--- config.mk ---
export PLATFORM = sky130hd
export DESIGN_NAME = and_or_arbiter_flat
export DESIGN_NICKNAME = d
export VERILOG_FILES = /design/src/rtl/and_or_arbiter_if.sv /design/src/rtl/and_or_arbiter.sv /design/src/flat_wrapper.sv
export SDC_FILE = /design/constraint.sdc
export NUM_CORES = 1
export LEC_CHECK = 0
export ABC_CLOCK_PERIOD_IN_PS = 3100
export CAP_MARGIN = 40
export CORE_MARGIN = 2
export CORE_UTILIZATION = 43
export CTS_CLUSTER_DIAMETER = 120
export DETAILED_ROUTE_END_ITERATION = 10
export GPL_ROUTABILITY_DRIVEN = 0
export PLACE_DENSITY = 0.83
export SLEW_MARGIN = 20
export SYNTH_ARGS = -nofsm -noshare
export SYNTH_HDL_FRONTEND = slang
export SYNTH_SLANG_ARGS = --single-unit
--- constraint.sdc ---
create_clock -name clk -period 3.1 [get_ports clk]
set_clock_uncertainty 0.05 [all_clocks]
set_input_delay 0.31 -clock clk [delete_from_list [all_inputs] [get_ports clk]]
set_output_delay 0.31 -clock clk [all_outputs]
set_load 0.1 [all_outputs]
--- src/rtl/and_or_arbiter_if.sv ---
// Bundles the two requester channels, the shared AND/OR unit connection and the
// tagged result channel of and_or_arbiter. The slave modport is the arbiter's view.
interface and_or_arbiter_if #(
    parameter int W = 4
);
    logic         req0Valid;
    logic         req0Ready;
    logic         req0Op;
    logic [W-1:0] req0A;
    logic [W-1:0] req0B;
    logic         req1Valid;
    logic         req1Ready;
    logic         req1Op;
    logic [W-1:0] req1A;
    logic [W-1:0] req1B;
    logic         uDoAnd;
    logic         uDoOr;
    logic [W-1:0] uAIn;
    logic [W-1:0] uBIn;
    logic [W-1:0] uOut;
    logic         uIsAnd;
    logic         resValid;
    logic         resReady;
    logic         resId;
    logic [W-1:0] resData;
    logic         errSticky;

    modport slave (
        input  req0Valid, req0Op, req0A, req0B,
        input  req1Valid, req1Op, req1A, req1B,
        input  uOut, uIsAnd, resReady,
        output req0Ready, req1Ready,
        output uDoAnd, uDoOr, uAIn, uBIn,
        output resValid, resId, resData, errSticky
    );

    modport master (
        output req0Valid, req0Op, req0A, req0B,
        output req1Valid, req1Op, req1A, req1B,
        output uOut, uIsAnd, resReady,
        input  req0Ready, req1Ready,
        input  uDoAnd, uDoOr, uAIn, uBIn,
        input  resValid, resId, resData, errSticky
    );
endinterface

--- src/rtl/and_or_arbiter.sv ---
// Round-robin arbiter sharing one combinational AND/OR unit between two requesters.
// Optional grant statistics (grantCnt0/grantCnt1/statClr) under AND_OR_ARB_STATS_EN.
module and_or_arbiter #(
    parameter int W     = 4,
    parameter int CNT_W = 8
) (
    input  logic             clk,
    input  logic             rst_n,
`ifdef AND_OR_ARB_STATS_EN
    input  logic             statClr,
    output logic [CNT_W-1:0] grantCnt0,
    output logic [CNT_W-1:0] grantCnt1,
`endif
    and_or_arbiter_if.slave  bus
);

    typedef enum logic [1:0] {
        IDLE  = 2'd0,
        ISSUE = 2'd1,
        RESP  = 2'd2
    } state_t;

    state_t       state_q;
    state_t       state_d;
    logic         grant0_s;
    logic         grant1_s;
    logic         op_s;
    logic [W-1:0] a_s;
    logic [W-1:0] b_s;

    logic         last_grant_q;
    logic         op_q;
    logic         id_q;
    logic         u_do_and_q;
    logic         u_do_or_q;
    logic [W-1:0] u_a_q;
    logic [W-1:0] u_b_q;
    logic         res_valid_q;
    logic         res_id_q;
    logic [W-1:0] res_data_q;
    logic         err_q;

    // State register
    always_ff @(posedge clk or negedge rst_n) begin
        if (!rst_n) begin
            state_q <= IDLE;
        end else begin
            state_q <= state_d;
        end
    end

    // Next state, grant selection and operand mux
    always_comb begin
        state_d  = state_q;
        grant0_s = 1'b0;
        grant1_s = 1'b0;
        case (state_q)
            IDLE: begin
                if (bus.req0Valid && bus.req1Valid) begin
                    // Both pending: the one not served last time wins
                    grant0_s = last_grant_q;
                    grant1_s = !last_grant_q;
                end else begin
                    grant0_s = bus.req0Valid;
                    grant1_s = bus.req1Valid;
                end
                if (grant0_s || grant1_s) begin
                    state_d = ISSUE;
                end else begin
                    state_d = IDLE;
                end
            end
            ISSUE: state_d = RESP;
            RESP: begin
                if (bus.resReady) begin
                    state_d = IDLE;
                end else begin
                    state_d = RESP;
                end
            end
            default: state_d = IDLE;
        endcase
        if (grant1_s) begin
            op_s = bus.req1Op;
            a_s  = bus.req1A;
            b_s  = bus.req1B;
        end else begin
            op_s = bus.req0Op;
            a_s  = bus.req0A;
            b_s  = bus.req0B;
        end
    end

    // Issue registers, unit drive, result capture and mismatch flag
    always_ff @(posedge clk or negedge rst_n) begin
        if (!rst_n) begin
            last_grant_q <= 1'b1;
            op_q         <= 1'b0;
            id_q         <= 1'b0;
            u_do_and_q   <= 1'b0;
            u_do_or_q    <= 1'b0;
            u_a_q        <= {W{1'b0}};
            u_b_q        <= {W{1'b0}};
            res_valid_q  <= 1'b0;
            res_id_q     <= 1'b0;
            res_data_q   <= {W{1'b0}};
            err_q        <= 1'b0;
        end else begin
            case (state_q)
                IDLE: begin
                    if (grant0_s || grant1_s) begin
                        op_q         <= op_s;
                        id_q         <= grant1_s;
                        last_grant_q <= grant1_s;
                        u_do_and_q   <= !op_s;
                        u_do_or_q    <= op_s;
                        u_a_q        <= a_s;
                        u_b_q        <= b_s;
                    end
                end
                ISSUE: begin
                    res_data_q  <= bus.uOut;
                    res_id_q    <= id_q;
                    res_valid_q <= 1'b1;
                    // Unit is idled again so it outputs zero outside ISSUE
                    u_do_and_q  <= 1'b0;
                    u_do_or_q   <= 1'b0;
                    u_a_q       <= {W{1'b0}};
                    u_b_q       <= {W{1'b0}};
                    if (bus.uIsAnd != !op_q) begin
                        err_q <= 1'b1;
                    end
                end
                RESP: begin
                    if (bus.resReady) begin
                        res_valid_q <= 1'b0;
                    end
                end
                default: res_valid_q <= 1'b0;
            endcase
        end
    end

    assign bus.req0Ready = grant0_s;
    assign bus.req1Ready = grant1_s;
    assign bus.uDoAnd    = u_do_and_q;
    assign bus.uDoOr     = u_do_or_q;
    assign bus.uAIn      = u_a_q;
    assign bus.uBIn      = u_b_q;
    assign bus.resValid  = res_valid_q;
    assign bus.resId     = res_id_q;
    assign bus.resData   = res_data_q;
    assign bus.errSticky = err_q;

`ifdef AND_OR_ARB_STATS_EN
    logic [CNT_W-1:0] cnt0_q;
    logic [CNT_W-1:0] cnt1_q;

    // Saturating grant counters; clear takes priority over a same-cycle grant
    always_ff @(posedge clk or negedge rst_n) begin
        if (!rst_n) begin
            cnt0_q <= {CNT_W{1'b0}};
            cnt1_q <= {CNT_W{1'b0}};
        end else if (statClr) begin
            cnt0_q <= {CNT_W{1'b0}};
            cnt1_q <= {CNT_W{1'b0}};
        end else begin
            if (grant0_s && (cnt0_q != {CNT_W{1'b1}})) begin
                cnt0_q <= cnt0_q + CNT_W'(1);
            end
            if (grant1_s && (cnt1_q != {CNT_W{1'b1}})) begin
                cnt1_q <= cnt1_q + CNT_W'(1);
            end
        end
    end

    assign grantCnt0 = cnt0_q;
    assign grantCnt1 = cnt1_q;
`endif

endmodule

--- src/flat_wrapper.sv ---
// flat-port wrapper written by rule: the top's interface ports become plain ports
module and_or_arbiter_flat 
#(
    parameter int W     = 4,
    parameter int CNT_W = 8
)
  (clk, rst_n, bus_req0Valid, bus_req0Op, bus_req0A, bus_req0B, bus_req1Valid, bus_req1Op, bus_req1A, bus_req1B, bus_uOut, bus_uIsAnd, bus_resReady, bus_req0Ready, bus_req1Ready, bus_uDoAnd, bus_uDoOr, bus_uAIn, bus_uBIn, bus_resValid, bus_resId, bus_resData, bus_errSticky);
  and_or_arbiter_if #(.W(W)) bus_i ();
  input  logic clk;
  input  logic rst_n;
  input wire logic [$bits(bus_i.req0Valid)-1:0] bus_req0Valid;
  input wire logic [$bits(bus_i.req0Op)-1:0] bus_req0Op;
  input wire logic [$bits(bus_i.req0A)-1:0] bus_req0A;
  input wire logic [$bits(bus_i.req0B)-1:0] bus_req0B;
  input wire logic [$bits(bus_i.req1Valid)-1:0] bus_req1Valid;
  input wire logic [$bits(bus_i.req1Op)-1:0] bus_req1Op;
  input wire logic [$bits(bus_i.req1A)-1:0] bus_req1A;
  input wire logic [$bits(bus_i.req1B)-1:0] bus_req1B;
  input wire logic [$bits(bus_i.uOut)-1:0] bus_uOut;
  input wire logic [$bits(bus_i.uIsAnd)-1:0] bus_uIsAnd;
  input wire logic [$bits(bus_i.resReady)-1:0] bus_resReady;
  output wire logic [$bits(bus_i.req0Ready)-1:0] bus_req0Ready;
  output wire logic [$bits(bus_i.req1Ready)-1:0] bus_req1Ready;
  output wire logic [$bits(bus_i.uDoAnd)-1:0] bus_uDoAnd;
  output wire logic [$bits(bus_i.uDoOr)-1:0] bus_uDoOr;
  output wire logic [$bits(bus_i.uAIn)-1:0] bus_uAIn;
  output wire logic [$bits(bus_i.uBIn)-1:0] bus_uBIn;
  output wire logic [$bits(bus_i.resValid)-1:0] bus_resValid;
  output wire logic [$bits(bus_i.resId)-1:0] bus_resId;
  output wire logic [$bits(bus_i.resData)-1:0] bus_resData;
  output wire logic [$bits(bus_i.errSticky)-1:0] bus_errSticky;
  assign bus_i.req0Valid = bus_req0Valid;
  assign bus_i.req0Op = bus_req0Op;
  assign bus_i.req0A = bus_req0A;
  assign bus_i.req0B = bus_req0B;
  assign bus_i.req1Valid = bus_req1Valid;
  assign bus_i.req1Op = bus_req1Op;
  assign bus_i.req1A = bus_req1A;
  assign bus_i.req1B = bus_req1B;
  assign bus_i.uOut = bus_uOut;
  assign bus_i.uIsAnd = bus_uIsAnd;
  assign bus_i.resReady = bus_resReady;
  assign bus_req0Ready = bus_i.req0Ready;
  assign bus_req1Ready = bus_i.req1Ready;
  assign bus_uDoAnd = bus_i.uDoAnd;
  assign bus_uDoOr = bus_i.uDoOr;
  assign bus_uAIn = bus_i.uAIn;
  assign bus_uBIn = bus_i.uBIn;
  assign bus_resValid = bus_i.resValid;
  assign bus_resId = bus_i.resId;
  assign bus_resData = bus_i.resData;
  assign bus_errSticky = bus_i.errSticky;
  and_or_arbiter #(.W(W), .CNT_W(CNT_W)) u_core (.clk(clk), .rst_n(rst_n), .bus(bus_i));
endmodule
### PDN straps and rails, run 1

Scale: 8 px per um. Pins as bars on the die edge.
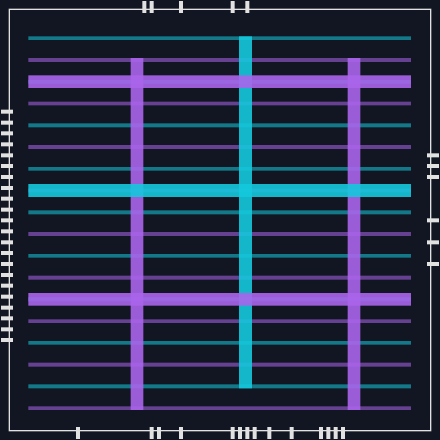
VDD: drawn in cyan. VSS: drawn in purple.
3 straps on met5. The core has 17 rows. 18 met1 rails follow the rows. 47 signal pins sit on the boundary. 3 straps on met4.
die width: 52.5 um
Vert. Die Dim: 52.5 um

### Routed clock nets over the placement, run 1

Scale: 6 px per um.
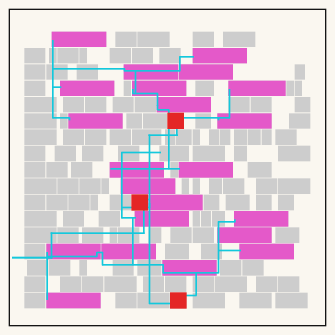
flip-flops: drawn in magenta, count 22. clock wires: drawn in cyan, length 260 um. clock-net drivers: drawn in red, count 3.
There are 4 routed clock nets.
clk_lat worst skew: 0.31 ns

### Clock wiring as the flow saved it, run 1

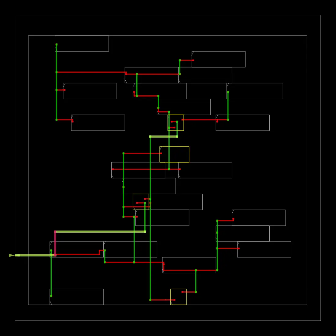
clkbuf count: 4
TritonCTS Buffers: 3
Clock Sink Count: 22
flop count: 22

==> impl_metrics.toml, run 1 <==
# synthesis and place-and-route metrics
[critical_path]
rr_startpoint = "u_core.state_q[1]"
cp.required_ns = 2.74
crit_fanout = 10
worstSetupPathDepth = 4
crit_start = "bus_req1Valid"
rr_worst_depth = 3
cp-start-kind = "input pin"
crit_path_max_incr_delay_ns = 0.53

[synth]
synth_top_area_share_pct = 52.0
ys_sh_mux_pct = 23.9
ys_top_logic_family = "multiplexers"
ys_warn_count = 0
flop_cell = "dfrtp_1"
syn_area_per_cell_um2 = 12.2
yosysTopAreaCell = "dfrtp_1"
mappedNetlistArea_um2 = 1010
yosys.area_share.adder_pct = 0

[cells_and_area]
final_core_util_pct = 79.4
comb_cells = 54
area_growth_pct = 73.6
layout.area.comb_um2 = 413
largestClassByArea = "non-clock buffers"
comb_share_pct = 23.5

[placement]
dp_hpwl_um = 1880

[detailed_routing]
dr_wl_met2_um = 1280
drt-total-wl_um = 2350
top_layer = "met4"
via_per_inst = 4.89

[grt]
met3_usage_pct = 4.29
use_met2_pct = 34.6

[sta]
finalCritPeriodShare_pct = 69.6
max_freq_ghz = 0.463
setup_viol_count_final = 0

[run_status]
status = "completed"

[die]
dieArea_um2 = 2760

[clock_network]
clk_pin_slew_ns = 0.12
==> inputs of run 2 (changes only) <==
ABC_CLOCK_PERIOD_IN_PS = 2000   (was 3100)
CORE_UTILIZATION = 40   (was 43)
PLACE_DENSITY = 0.78   (was 0.83)
clock period = 2 ns   (was 3.1 ns; I/O delays follow)
### Logic cells by family, run 2

Scale: 4 px per um.
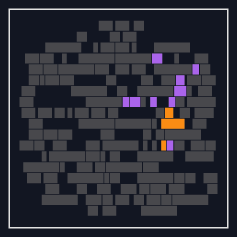
nor cells: drawn in orange, cells 3. aoi and oai cells: drawn in purple, cells 9, most used a21oi_1, where east.
Finished Layout Cells: 162
Comb area share: 28.0%
Commonest Layout Cell: clkdlybuf4s50_1

### Metal layers overlaid, run 2

Scale: 8 px per um.
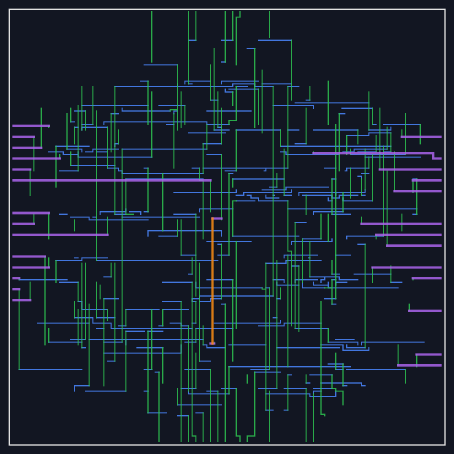
M3: drawn in purple, wire length 161 um. M1: drawn in blue, wire length 844 um. M2: drawn in green, wire length 1,030 um. M4: drawn in orange, wire length 15.6 um.
detailed-route via count: 782
gr usage total: 16.5%

==> impl_metrics.toml, run 2 <==
# synthesis and place-and-route metrics
[critical_path]
cp.required_ns = 1.75
cp-start-kind = "flip-flop"
crit_fanout = 6
worstSetupPathDepth = 4
rr_worst_depth = 4
cp-end-kind = "primary output"
crit_start = "u_core.state_q[1]"
crit_path_max_incr_delay_ns = 0.46
rr_startpoint = "u_core.last_grant_q"

[grt]
use_met2_pct = 30.1
met3_usage_pct = 3.01
grt_pass1_wl_um = 3480
grt_pass1_vias = 811

[detailed_routing]
via_per_inst = 4.83
drt_iter0_drc = 1
dr_wl_met2_um = 1030
top_layer = "met4"
drt-total-wl_um = 2050

[clock_network]
numCtsBuffers = 3
clk_pin_slew_ns = 0.12
clock_sinks = 22
cts_tree = "done"

[synth]
synth.distinct_cells = 28
yosys.area_share.adder_pct = 0
ys_top_logic_family = "multiplexers"
ys_sh_mux_pct = 23.9
flop_cell = "dfrtp_1"
syn_area_per_cell_um2 = 12.2
compound_area_share_pct = 7.55
yosysTopAreaCell = "dfrtp_1"
ys_warn_count = 0
synth_cells = 83
synth_top_area_share_pct = 52.0
mappedNetlistArea_um2 = 1010

[cells_and_area]
ff_count = 22
largestClassByArea = "sequential cells"
drive_above_1_share_pct = 25.0
area_growth_pct = 49.4
n_antenna_cell = 0
comb_cells = 54
fin_area_um2 = 1510
final_core_util_pct = 62.1
layout.area.comb_um2 = 423
clkbuf_count = 4

[die]
die_w_um = 54.3
fp-utilization_pct = 41.6
dieArea_um2 = 2950
die_h_um = 54.3
taps = 30

[sta]
final_hold_viol_count = 0
setup_viol_count_final = 0
layout_setup_ws_ns = 0.271
max_freq_ghz = 0.578
worstMarginPinSlew_ns = 0.306
finalCritPeriodShare_pct = 86.4

[run_status]
status = "completed"

[min_path]
hold_path.class = "input pin to asynchronous set/reset pin"

[placement]
dp_hpwl_um = 1650
### Routed clock nets over the placement, run 2

Scale: 4 px per um.
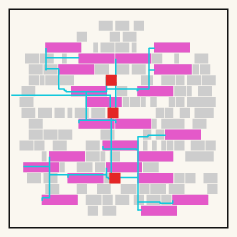
flip-flops: drawn in magenta, count 22. clock-net drivers: drawn in red, count 3. clock wires: drawn in cyan, length 233 um.
There are 4 routed clock nets.
clk_lat worst skew: 0.30 ns

